## src/rtl/fsmc_wr_fifo.sv

```systemverilog
// FSMC write window: push-only data port feeding a show-ahead FIFO that drains over a
// valid/ready stream, plus a STATUS register and a self-clearing CTRL register.
module fsmc_wr_fifo #(
    parameter int unsigned DATA_W = 16,
    parameter int unsigned ADDR_W = 18,
    parameter int unsigned DEPTH  = 16,
    parameter logic [ADDR_W-1:0] BASE_ADDR = 18'h100
) (
    input  logic              clk,
    input  logic              reset,
    input  logic              bus_wr,
    input  logic              bus_rd,
    input  logic [ADDR_W-1:0] bus_addr,
    input  logic [DATA_W-1:0] bus_wdata,
    output logic [DATA_W-1:0] bus_rdata,
    output logic              bus_rvalid,
    output logic              m_valid,
    output logic [DATA_W-1:0] m_data,
    input  logic              m_ready
);

    localparam int unsigned PW = $clog2(DEPTH);
    localparam int unsigned CW = PW + 1;

    logic [DATA_W-1:0] mem [DEPTH];
    logic [PW-1:0]     rd_ptr, wr_ptr;
    logic [CW-1:0]     count;
    logic              ovf;

    logic [PW-1:0]     rd_ptr_d, wr_ptr_d;
    logic [CW-1:0]     count_d;
    logic              ovf_d;

    logic [ADDR_W-1:0] offset;
    logic              sel_data, sel_status, sel_ctrl;
    logic              full, empty;
    logic              push_req, push, pop, drop, flush, clr_ovf;
    logic [7:0]        count_ext;
    logic [DATA_W-1:0] status_word;

    // Address decode, FIFO handshakes and the STATUS image.
    always_comb begin
        offset     = bus_addr - BASE_ADDR;
        sel_data   = (offset == ADDR_W'(0));
        sel_status = (offset == ADDR_W'(1));
        sel_ctrl   = (offset == ADDR_W'(2));

        full    = (count == CW'(DEPTH));
        empty   = (count == '0);
        m_valid = !empty;
        m_data  = mem[rd_ptr];

        pop      = m_valid && m_ready;
        push_req = bus_wr && sel_data;
        flush    = bus_wr && sel_ctrl && bus_wdata[0];
        clr_ovf  = bus_wr && sel_ctrl && bus_wdata[1];
        // A pop in the same cycle frees the slot, so a full push is still accepted.
        push     = push_req && (!full || pop) && !flush;
        drop     = push_req && full && !pop && !flush;

        count_ext           = '0;
        count_ext[CW-1:0]   = count;
        status_word         = '0;
        status_word[15]     = ovf;
        status_word[14]     = full;
        status_word[13]     = empty;
        status_word[7:0]    = count_ext;
    end

    // Next-state for pointers, occupancy and the sticky overflow flag.
    always_comb begin
        rd_ptr_d = rd_ptr;
        wr_ptr_d = wr_ptr;
        count_d  = count;
        ovf_d    = ovf;
        if (flush) begin
            rd_ptr_d = '0;
            wr_ptr_d = '0;
            count_d  = '0;
        end else begin
            if (push) begin
                wr_ptr_d = wr_ptr + PW'(1);
            end
            if (pop) begin
                rd_ptr_d = rd_ptr + PW'(1);
            end
            if (push && !pop) begin
                count_d = count + CW'(1);
            end else if (pop && !push) begin
                count_d = count - CW'(1);
            end
        end
        // A dropped word wins over a same-cycle clear.
        if (drop) begin
            ovf_d = 1'b1;
        end else if (clr_ovf) begin
            ovf_d = 1'b0;
        end
    end

    // FIFO control state and read response registers.
    always_ff @(posedge clk or posedge reset) begin
        if (reset) begin
            rd_ptr     <= '0;
            wr_ptr     <= '0;
            count      <= '0;
            ovf        <= 1'b0;
            bus_rvalid <= 1'b0;
            bus_rdata  <= '0;
        end else begin
            rd_ptr     <= rd_ptr_d;
            wr_ptr     <= wr_ptr_d;
            count      <= count_d;
            ovf        <= ovf_d;
            bus_rvalid <= bus_rd;
            if (bus_rd) begin
                bus_rdata <= sel_status ? status_word : '0;
            end
        end
    end

    // Storage array; deliberately not reset.
    always_ff @(posedge clk) begin
        if (push) begin
            mem[wr_ptr] <= bus_wdata;
        end
    end

endmodule

```

## config.mk

```make
export PLATFORM = sky130hd
export DESIGN_NAME = fsmc_wr_fifo
export DESIGN_NICKNAME = d
export VERILOG_FILES = /design/src/rtl/fsmc_wr_fifo.sv
export SDC_FILE = /design/constraint.sdc
export NUM_CORES = 1
export LEC_CHECK = 0
export ABC_AREA = 0
export ABC_CLOCK_PERIOD_IN_PS = 3900
export CORE_MARGIN = 1
export CORE_UTILIZATION = 55
export DETAILED_ROUTE_END_ITERATION = 10
export HOLD_SLACK_MARGIN = 0.06
export PLACE_DENSITY_LB_ADDON = 0.1
export SLEW_MARGIN = 20
export SYNTH_ARGS = -nofsm -noshare
export SYNTH_HDL_FRONTEND = slang
export SYNTH_SLANG_ARGS = --single-unit
```

## constraint.sdc

```tcl
create_clock -name clk -period 3.9 [get_ports clk]
set_input_delay 0.975 -clock clk [delete_from_list [all_inputs] [get_ports clk]]
set_output_delay 0.975 -clock clk [all_outputs]
set_load 0.03 [all_outputs]
```

Run 1, M1 wires:
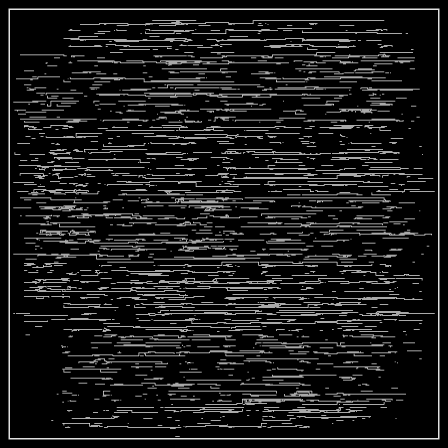
share of all routed wire: 42%
longest straight run: 46.9 um
routing usage on met1: 0.3178
final WL: 21670 um
vias: 5420

Run 1, the metal 2 layer:
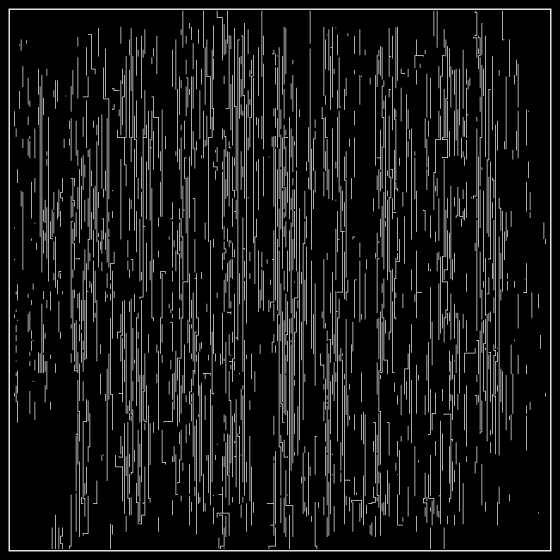
main direction: vertical
longest straight run: 80.4 um
wire length on this layer: 10800 um
GR Util met2: 0.3710

Run 1, signal wires on met3:
The bar under the picture is 50 um long. Cells faint in the background.
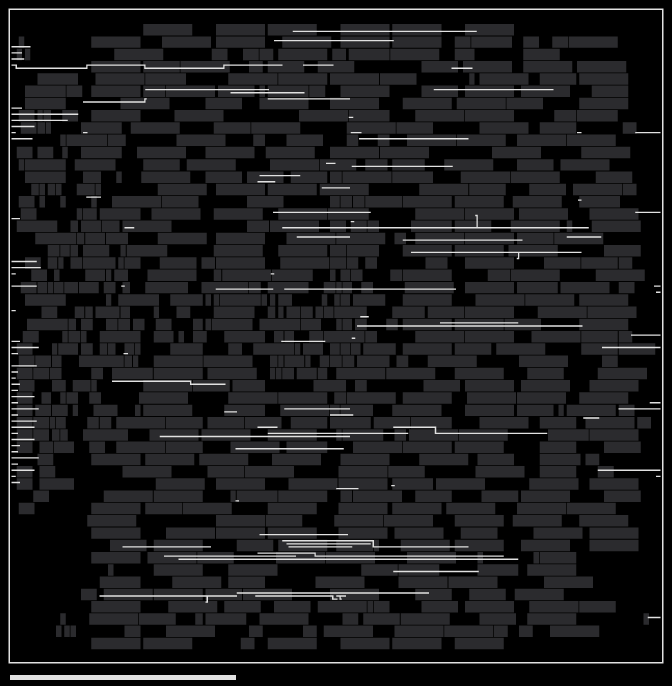
main direction: horizontal
longest straight run: 75.0 um
wire length on this layer: 1390 um
met3 Use GR: 0.03212

==> impl_metrics.toml, run 1 <==
# implementation run metrics
[run_status]
outcome = "complete, no violations"

[timing]
fin_skew_ns = 0.02554
maxSlewHeadroom = 0.4320
fmax_mhz = 264.1
hold_slack_ns = 0.5113
drv_slew = 0
setup_viol = 0
setup_tns_ns = 0
hold_violations = 0
tightest_slew_ns = 0.8511
finalCriticalPeriod_ns = 3.787
rsz0062_at_grt = "false"
finalCritPeriodShare = 0.9710

[global_routing]
grt_max_degree = 35
grtUsageTotal = 0.2240
grt_antenna_before_repair = 0
grt_pass1_wl_um = 33430
first_global_vias = 5754
grt.overflow.total = 0

[clocking]
clkSinkCount = 279
cts.path.max_buffers = 3
ctsHoldBuffers = 0
cts_buffers = 28
post_cts_buffers = 0
root_buffer = "clkbuf_16"
h-tree-depth = 1
clk_pin_slew_worst_paths_ns = 0.06
insertion_delay_ns = 0.54
tritoncts = "yes"

[worst_setup_path]
critPathMaxFanout = 26
cp-end-kind = "output port"
cp.required_ns = 2.92
cp.arrival_ns = 2.81
critPathLaunchType = "flop"
path_class = "flop to output port"

[power_and_ir_drop]
clkPwrFrac = 0.303
p_int_mw = 6.108
swShare = 0.2798
p_seq_frac = 0.405
power.net_switching_mw = 2.373
total_power_mw = 8.481
powerDensity_nw_per_um2 = 631.1
leakage_nw = 4.470
comb_power_share = 0.293
ir_drop_mv = 0.3264

[finish]
logic_area_um2 = 2749
nets = 694
utilization = 0.6838
fin_area_um2 = 13440
n_fill_cell = 1313
seq_area_um2 = 8268
drive_gt1_frac = 0.2834
area_growth_pct = 20.36
antennaDiodeCount = 0

[logic_synthesis]
ys.flop_type = "edfxtp_1"
yosysCellCount = 529
avgSynthCellArea_um2 = 21.11
edf_count = 256
ys_seq_share = 0.7400
yosys_area_um2 = 11170
largest_area_cell = "edfxtp_1"
yosys_warnings = 0
syn_inst = 529
ys.flops = 279
netlist_area_um2 = 11170
async_flop_share = 0.08244
synth.distinct_cells = 44
synth_top_area_share = 0.6885
area_leaders = "edfxtp_1, mux4_2, dfrtp_1"

[floorplan]
die_h_um = 144.5
core_um2 = 19650
io_pins = 73
rows = 51
die_width_um = 144.5
dieArea_um2 = 20870
fp-utilization = 0.5681

[route]
routed_via_density = 5.815
ant_nets = 0
drt_iter0_drc = 487
detail_route.first_pass.iterations = 4
drcViolationCount = 0
wire_per_inst_um = 23.25

[worst_hold_path]
min_path_type = "flop to flop"

[placement]
placedInstanceArea_um2 = 12540
hpwlAfterDp_um = 13590
gp_congestion = 0.8071
io_buffers = 64

[run]
drv_cap = 0
tool_warnings = 30
## run 1: layer usage
metal	vias to the layer above	GRT usage	part of all wire
met5	-	0	0
met3	27	0.03212	0.064
met1	2831	0.3178	0.42
li1	2388	-	-
met4	0	0.05374	0.015
met2	174	0.3710	0.50
## run 1: cell families after synthesis
kind of cell | share of synthesized area
flip-flops | 0.7400
multiplexers | 0.1675
AND/OR/NAND/NOR | 0.03631
buffers and inverters | 0.01939
AND-OR/OR-AND | 0.01759
adder cells (fa/ha/maj) | 0.01188
XOR/XNOR | 0.006948
other | 0.0003358
## run 1: through the flow
stage	cells	worst slack, ns
after floorplan	536	0.1222
after global placement	880	0.1200
after detailed placement	880	0.07053
after CTS	932	0.01931
after global routing	932	0.01913
final	932	0.1133
## run 1: cells in the mapped netlist (3+ instances only)
cell,count
edfxtp_1,256
xnor2_1,3
a21o_1,4
mux4_2,80
buf_1,6
a21oi_1,3
nor2_1,14
clkbuf_1,11
nand2_1,19
xor2_1,4
and2_1,9
mux2_2,3
nand2b_1,5
nand3_1,5
nand4_1,3
dfrtp_1,23
buf_4,8
o21ai_0,8
buf_2,5
nor3_1,6
ha_1,9
inv_1,18
## run 1: registers in the layout (all words and copies together), names as in the netlist
signal	flops
wr_ptr	4
count	5
mem	256
bus_rvalid	1
ovf	1
bus_rdata	8
rd_ptr	4
## run 1: worst max-delay path, cell delays in order (launching register included)
cell and delay, ns:
dfrtp_4 0.54, buf_12 0.27, mux4_2 0.59, mux4_2 0.49, dlygate4sd2_1 0.37
## run 1: layout make-up
class	instances	share of cell area
Clock inverter	6	0.002234
Inverter	18	0.005027
Multi-Input combinational cell	209	0.2045
Tap cell	265	0.02467
Timing Repair Buffer	109	0.08277
Sequential cell	279	0.6152
Clock buffer	46	0.06554
## run 1: what timing repair did
action,in CTS,in global routing
cloned,0,0
endpoints found under the setup margin,15,1
resized,15,1
## run 1: worst paths after layout
path | start | end | slack (ns) | cells past startpoint
max reg2reg | count[0] | count[4] | 0.73 | 9
min | bus_rdata[14] | bus_rdata[14] | 0.51 | 2
max | rd_ptr[0] | m_data[1] | 0.11 | 4
min reg2reg | bus_rdata[14] | bus_rdata[14] | 0.51 | 2
max in group asynchronous | reset | rd_ptr[0] | 2.35 | 2
min in group asynchronous | reset | bus_rdata[14] | 0.91 | 2
## run 1: power by group through the flow
stage | combinational, mW | sequential, mW | clock, mW
after floorplan | 1.86 | 3.42 | 0
after CTS | 2.52 | 3.43 | 2.60
after global routing | 2.65 | 3.45 | 2.73
after detailed placement | 2.63 | 3.50 | 0
final | 2.48 | 3.43 | 2.57
after global placement | 2.61 | 3.49 | 0
## run 1: cell usage in the layout, fill, tap and decap left out, drive strengths merged, types with 9 or more instances in the layout
cell type	instances
mux4	80
inv	19
edfxtp	256
dfrtp	23
nor2	14
dlygate4sd2	15
ha	9
and2	9
nand2	20
buf	45
clkbuf	46
clkdlybuf4s50	48
## Run 2: what changed since run 1
--- a/config.mk
+++ b/config.mk
@@ -10,7 +10,7 @@
 export CORE_MARGIN = 1
 export CORE_UTILIZATION = 55
 export DETAILED_ROUTE_END_ITERATION = 10
-export HOLD_SLACK_MARGIN = 0.06
+export HOLD_SLACK_MARGIN = 0.08
 export PLACE_DENSITY_LB_ADDON = 0.1
 export SLEW_MARGIN = 20
 export SYNTH_ARGS = -nofsm -noshare
Run 2, metal 4:
The bar under the picture is 50 um long.
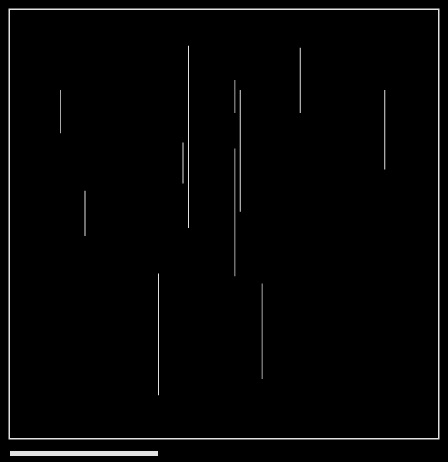
wire length on this layer: 320 um
longest straight run: 61.2 um
nets with wire on the layer: 6
main direction: vertical
share of all routed wire: 1.5%

==> run 2 against run 1 <==
Effect of this change: register-to-register slack barely moved; worst hold slack did not move; critical path depth did not move; clock skew did not move; clock power barely moved; combinational power barely moved; first-iteration DRC count did not move.
==> impl_metrics.toml, run 2 <==
# implementation run metrics
[timing]
tightest_slew_ns = 0.8511
finalCriticalPeriod_ns = 3.787
rsz0062_at_grt = "false"
fin_skew_ns = 0.02554
hold_violations = 0
drv_slew = 0
setup_ws_ns = 0.1133
fmax_mhz = 264.1

[run]
drv_cap = 0
tool_warnings = 30

[worst_setup_path]
worst-r2r-cell-count = 9
cp.arrival_ns = 2.81
rrSetupSlack_ns = 0.73
critPathLaunchType = "flop"
critPathMaxFanout = 26
cp-end-kind = "output port"
path_class = "flop to output port"

[finish]
logic_area_um2 = 2749
nets = 694
top_register = "mem"
n_fill_cell = 1313
instances_no_fill = 932
largest_register_ffs = 256
area_growth_pct = 20.36
seq_area_um2 = 8268

[global_routing]
grt_max_degree = 35
grt.overflow.total = 0
grt_pass1_wl_um = 33430
grtUsageTotal = 0.2240
first_global_vias = 5754

[logic_synthesis]
synthMuxAreaShare = 0.1675
yosysCellCount = 529
synth.top_cells.by_count = "edfxtp_1, mux4_2, dfrtp_1, nand2_1, inv_1"
top_cell = "edfxtp_1"
avgSynthCellArea_um2 = 21.11
synth_xor_xnor_area_share = 0.006948
netlist_area_um2 = 11170
yosys_area_um2 = 11170
edf_count = 256
area_leaders = "edfxtp_1, mux4_2, dfrtp_1"
ys.flop_type = "edfxtp_1"
yosys.area_share.simple = 0.03631
largest_area_cell = "edfxtp_1"
async_flop_share = 0.08244
yosys.area_share.aoi = 0.01759

[power_and_ir_drop]
comb_power_share = 0.293
clkPwrFrac = 0.303
swShare = 0.2798
leakage_nw = 4.470
p_seq_frac = 0.405
ir_drop_mv = 0.3264
total_power_mw = 8.481
power.net_switching_mw = 2.373
powerDensity_nw_per_um2 = 631.1

[worst_hold_path]
hold_path_end = "bus_rdata[14]"
min_path_type = "flop to flop"
hp-start = "bus_rdata[14]"

[placement]
io_buffers = 64
dp_slack_ns = 0.07053
placed_cells = 880
gp_congestion = 0.8071

[clocking]
root_buffer = "clkbuf_16"
h-tree-depth = 1
clk_pin_slew_worst_paths_ns = 0.06
insertion_delay_ns = 0.54
tritoncts = "yes"
clkSinkCount = 279

[floorplan]
rows = 51
core_um2 = 19650
die_width_um = 144.5

[route]
routed_via_density = 5.815
wl_um = 21670
ant_nets = 0
drcViolationCount = 0

[run_status]
outcome = "complete, no violations"
Run 2, signal wires on met3:
The bar under the picture is 50 um long. Cells faint in the background.
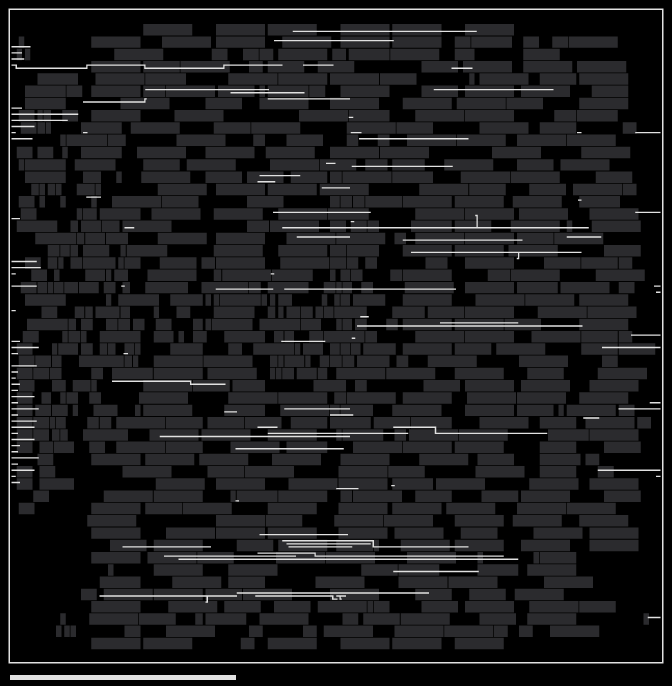
wire length on this layer: 1390 um
nets with wire on the layer: 80
longest straight run: 75.0 um
main direction: horizontal

[run 2: worst max-delay path by stage]
stage | slack [ns] | start | endpoint | cells past startpoint
after CTS | 0.02 | rd_ptr[0] | m_data[10] | 4
final | 0.11 | rd_ptr[0] | m_data[1] | 4
after global placement | 0.12 | bus_addr[12] | count[4] | 10
after global routing | 0.02 | rd_ptr[0] | m_data[1] | 4
after floorplan | 0.12 | bus_addr[12] | mem[4][0] | 5
after detailed placement | 0.07 | bus_addr[12] | count[4] | 10
[run 2: layout make-up]
cell class,instances,area share
well taps,265,0.02467
clock buffers,46,0.06554
multi-input cells,209,0.2045
inverters,18,0.005027
clock inverters,6,0.002234
repair buffers,109,0.08277
flip-flops and latches,279,0.6152
[run 2: timing repair]
item,in CTS,in global routing
endpoints found under the setup margin,15,1
pin swaps,0,0
resized,15,1
[run 2: worst max-delay path: stages (launching register included)]
cell	delay, ns
dfrtp_4	0.54
buf_12	0.27
mux4_2	0.59
mux4_2	0.49
dlygate4sd2_1	0.37
[run 2: routing by layer]
layer,global-route usage,routed length [um]
met5,0,0
met4,0.05374,319
met3,0.03212,1390
met2,0.3710,10790
met1,0.3178,9171
[run 2: cells by family (layout without fill, tap and decap cells)]
| group | count (synthesis) | after routing |
|---|---|---|
| other cells | 1 | 8 |
| fa+ha+maj | 10 | 10 |
| buf+inv | 48 | 179 |
| compound gates | 24 | 24 |
| flops | 279 | 279 |
| simple gates | 73 | 73 |
| mux | 86 | 86 |
| xor+xnor | 8 | 8 |
[run 2: power groups by stage]
| stage | sequential (mW) | clock, mW | combinational [mW] |
|---|---|---|---|
| finish | 3.43 | 2.57 | 2.48 |
| global route | 3.45 | 2.73 | 2.65 |
| CTS | 3.43 | 2.60 | 2.52 |
| detailed placement | 3.50 | 0 | 2.63 |
| global placement | 3.49 | 0 | 2.61 |
| floorplan | 3.42 | 0 | 1.86 |
[run 2: per-stage QoR]
| stage | util | instance area (um^2) | hold WS, ns |
|---|---|---|---|
| global placement | 0.6383 | 12540 | 0.4793 |
| finish | 0.6838 | 13440 | 0.5113 |
| global route | 0.6838 | 13440 | 0.5332 |
| CTS | 0.6837 | 13440 | 0.5192 |
| floorplan | - | 11190 | 0.4682 |
| detailed placement | 0.6383 | 12540 | 0.5008 |
No activity file was given, so power comes from the tool's default toggle rates.
